Design seq_ula_c, sky130hd; sources not shown.
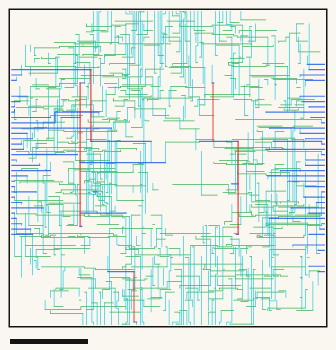
Run 1: routed metal, one color a layer
Bar = 20 µm.
Red stands for metal 4, wire length 107 µm. Cyan stands for metal 2, wire length 2700 µm. Green stands for metal 1, wire length 2280 µm. Blue stands for metal 3, wire length 469 µm.
routed vias: 1809
average routed wire per standard cell: 14.8 µm
combined global-route utilization of all metal layers: 18.2%

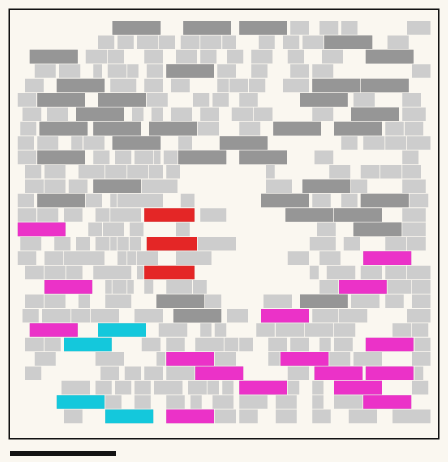
Run 1: register map, names as in the netlist
Bar = 20 µm. Other sequential cells in the stronger gray, the rest of the logic in the fainter gray.
Magenta stands for `imm_q`, placed flops 16. Cyan stands for `rf_raddr`, placed flops 4, where lower left. Red stands for `state`, placed flops 3.
Finished Core Util: 68.2%
sequential cell power: 2240 µW
sequential standard cell area: 1480 µm²
fraction of standard cell area that is sequential: 36.4%

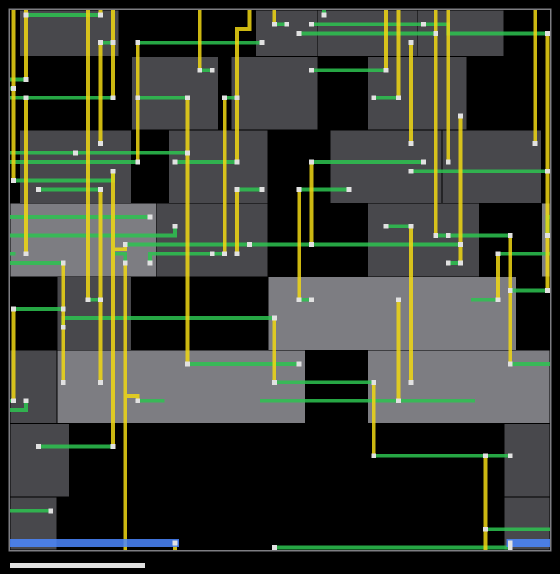
Run 1: close-up of the layout
Bar = 5 µm. Region (30, 47) to (50, 67) µm. Cells in gray, sequential cells in the stronger gray; small squares are vias.
Yellow stands for metal 2. Green stands for metal 1. Blue stands for metal 3.
Sequential cells in the window: 4. 21 logic cells have their middle in the window. Most frequent: clkdlybuf4s50_1 (5), mux2_2 (4), dfrtp_1 (4).

==> run_results.csv, run 1 <==
group,metric,value,unit
setup_path,crit_family,"flip-flops",
cts,cts_hold_buf,1,
power_and_ir_drop,p_seq_share,37.6,%
logic_synthesis,most_area_hungry_cell_type_in_the_yosys_netlist,"sky130_fd_sc_hd__dfrtp_1",
timing,whs,0.438,ns
floorplan,initial_utilization,42.9,%
logic_synthesis,number_of_nets_at_floorplan,225,
logic_synthesis,ys_cells,167,
finish,area_share_clock_buf_inv,3.64,%
floorplan,top_level_ports,123,
outcome,status,"finished, violations left",
power_and_ir_drop,cell_area_power_density,1470,nW/µm²
power_and_ir_drop,ir_worst_vdd,0.000807,V
finish,non_clock_buffer_area_share,34.1,%
power_and_ir_drop,power.group.top,"combinational cells",
power_and_ir_drop,power_combinational,2640,µW
logic_synthesis,synth_area_per_cell,15.3,µm²
logic_synthesis,post_synth_inst_count,167,
finish,inverters_excl_clock,1,
timing,worst_slack,-0.0982,ns
setup_path,worst-path-max-fanout,4,
placement,port-buffer-count,122,
logic_synthesis,yosys_warnings,0,
floorplan,fp.coreArea,5960,µm²
setup_path,worst_ep_required_time,1.36,ns
finish,fraction_of_layout_instances_using_a_drive_strength_above_1,33.4,%
job,warnings,29,
setup_path,cpMaxStageDelayCell,"sky130_fd_sc_hd__dfrtp_2",
detailed_routing,remaining_drc_errors,0,
logic_synthesis,post_synth_tally_of_flip_flops_with_integrated_enable,0,
logic_synthesis,xor_area_share,0,%
timing,final-setup-viol-count,7,
timing,timing.final.crit_period,1.70,ns
setup_path,r2r_slack,0.03,ns
global_route,groute.layer.met2.usage,29.3,%
global_route,first_pass_grt_wire_length,8910,µm
logic_synthesis,post_synth_instance_area,2550,µm²
cts,cts_buffers,9,
finish,nonClockBufferCount,141,
global_route,grt_pass1_vias,1919,
detailed_routing,finalWirelength,5560,µm
finish,final_area,4060,µm²
detailed_routing,via_per_inst,4.80,
cts,numClockSinks,59,
finish,fillers,469,
power_and_ir_drop,pwr.group.clock,1070,µW
detailed_routing,drt.antenna.violating_nets,0,
finish,flop_count,59,
logic_synthesis,synth.mux.area_fraction,27.5,%
setup_path,r2r_cells,5,
cts,cells_resized_by_post_cts_repair,51,
finish,final.clkbuf_count,10,
detailed_routing,topRoutingLayerUsed,"met4",
finish,n_antenna_cell,0,
setup_path,startpoint_type_of_the_worst_setup_path,"flop",
cts,tritoncts,"yes",
timing,grt_setup_unrepaired,"true",
cts,cts_setup_buffers,2,
cts,clock-root-buffer,"sky130_fd_sc_hd__clkbuf_8",
logic_synthesis,ys_ff,59,
outcome,violated_checks,"negative setup slack",
timing,timing.setup.tns,-0.548,ns
power_and_ir_drop,p_sw,2280,µW
detailed_routing,route.met2.wl,2700,µm
setup_path,worstSetupPathDepth,4,
logic_synthesis,synthDominantCellAreaShare,57.8,%
logic_synthesis,sequential_fraction_of_the_synthesis_area,57.8,%
timing,timing_max_transition_violations_final,0,
global_route,grt_util_met3,6.97,%
logic_synthesis,synth.yosys.chip_area,2550,µm²
timing,timing_worst_slew_pin_value,0.328,ns
job,cap_viol_max_count,0,
placement,postPlaceCellArea,3820,µm²
==> run 2, diff against run 1 <==
--- a/config.mk
+++ b/config.mk
@@ -6,9 +6,10 @@
 export NUM_CORES = 1
 export LEC_CHECK = 0
 export CAP_MARGIN = 10
-export CORE_UTILIZATION = 41
+export CORE_UTILIZATION = 40
 export DETAILED_ROUTE_END_ITERATION = 8
-export PLACE_DENSITY = 0.8
+export GPL_ROUTABILITY_DRIVEN = 1
+export PLACE_DENSITY = 0.78
 export SYNTH_ARGS = -nofsm -noshare
 export SYNTH_HDL_FRONTEND = slang
 export SYNTH_SLANG_ARGS = --single-unit
==> run_results.csv, run 2 <==
group,metric,value,unit
outcome,status,"finished, violations left",
outcome,violated_checks,"negative setup slack",
timing,whs,0.445,ns
logic_synthesis,post_synth_tally_of_flip_flops_with_integrated_enable,0,
logic_synthesis,synth_area_per_cell,15.3,µm²
power_and_ir_drop,p_sw,2250,µW
logic_synthesis,ys_cells,167,
power_and_ir_drop,sequential_cell_power,2240,µW
power_and_ir_drop,ir_worst_vdd,0.000943,V
detailed_routing,finalWirelength,5310,µm
finish,n_antenna_cell,0,
setup_path,crit_family,"flip-flops",
global_route,grt_use_total,16.8,%
floorplan,fp.coreArea,6030,µm²
power_and_ir_drop,cell_area_power_density,1490,nW/µm²
timing,timing.final.crit_period,1.69,ns
detailed_routing,topRoutingLayerUsed,"met4",
power_and_ir_drop,pwr.group.clock,1220,µW
global_route,grt_pass1_vias,1717,
setup_path,worstSetupPathDepth,4,
placement,postPlaceCellArea,3810,µm²
floorplan,top_level_ports,123,
cts,cells_resized_by_post_cts_repair,47,
logic_synthesis,ys_ff,59,
logic_synthesis,synthDominantCellAreaShare,57.8,%
timing,final-setup-viol-count,6,
setup_path,cpMaxStageDelayCell,"sky130_fd_sc_hd__dfrtp_2",
timing,worst_slack,-0.0854,ns
cts,cts_hold_buf,1,
detailed_routing,remaining_drc_errors,0,
finish,area_share_clock_buf_inv,4.40,%
timing,timing_max_transition_violations_final,0,
timing,grt_setup_unrepaired,"true",
logic_synthesis,most_area_hungry_cell_type_in_the_yosys_netlist,"sky130_fd_sc_hd__dfrtp_1",
cts,numClockSinks,59,
detailed_routing,route.met2.wl,2510,µm
finish,area.sequential,1480,µm²
setup_path,startpoint_type_of_the_worst_setup_path,"flop",
finish,inverters_excl_clock,1,
power_and_ir_drop,power_combinational,2610,µW
finish,flop_count,59,
detailed_routing,drt.antenna.violating_nets,0,
logic_synthesis,post_synth_inst_count,167,
power_and_ir_drop,p_seq_share,36.9,%
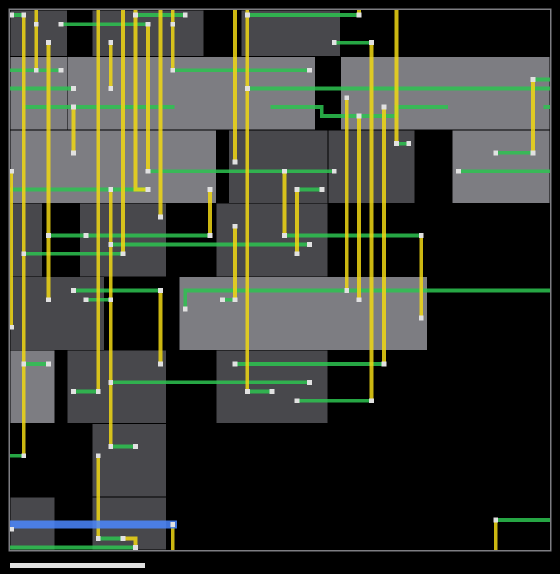
Run 2: close-up of the layout
Bar = 5 µm. Region (31, 47) to (51, 67) µm. Cells in gray, sequential cells in the stronger gray; small squares are vias.
Yellow stands for metal 2. Green stands for metal 1. Blue stands for metal 3.
Sequential cells in the window: 4. 17 logic cells have their middle in the window. Most frequent: mux2_2 (4), dfrtp_1 (4).

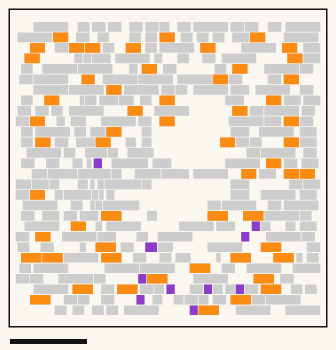
Run 2: logic cells by family
Bar = 20 µm.
Orange stands for multiplexers, cells 56, most used mux2_2, where all over the die. Purple stands for AND and OR gates, cells 10, most used and2_1, where bottom center.
post-route non-filler standard cell count: 374
multi-input gate share of the layout cell area: 23.5%

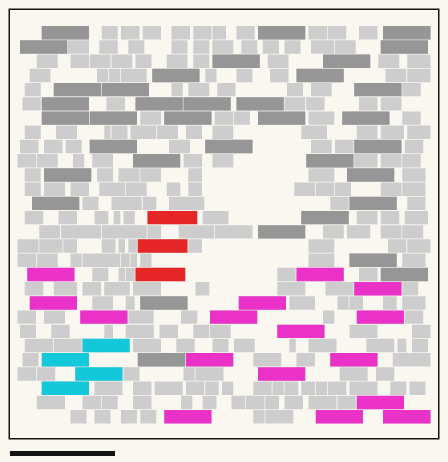
Run 2: register map, names as in the netlist
Bar = 20 µm. Other sequential cells in the stronger gray, the rest of the logic in the fainter gray.
Cyan stands for `rf_raddr`, placed flops 4, where lower left. Red stands for `state`, placed flops 3. Magenta stands for `imm_q`, placed flops 16.
Finished Core Util: 67.4%
fraction of standard cell area that is sequential: 36.4%

Power figures rest on the tool's default switching activity, not on a simulated workload.
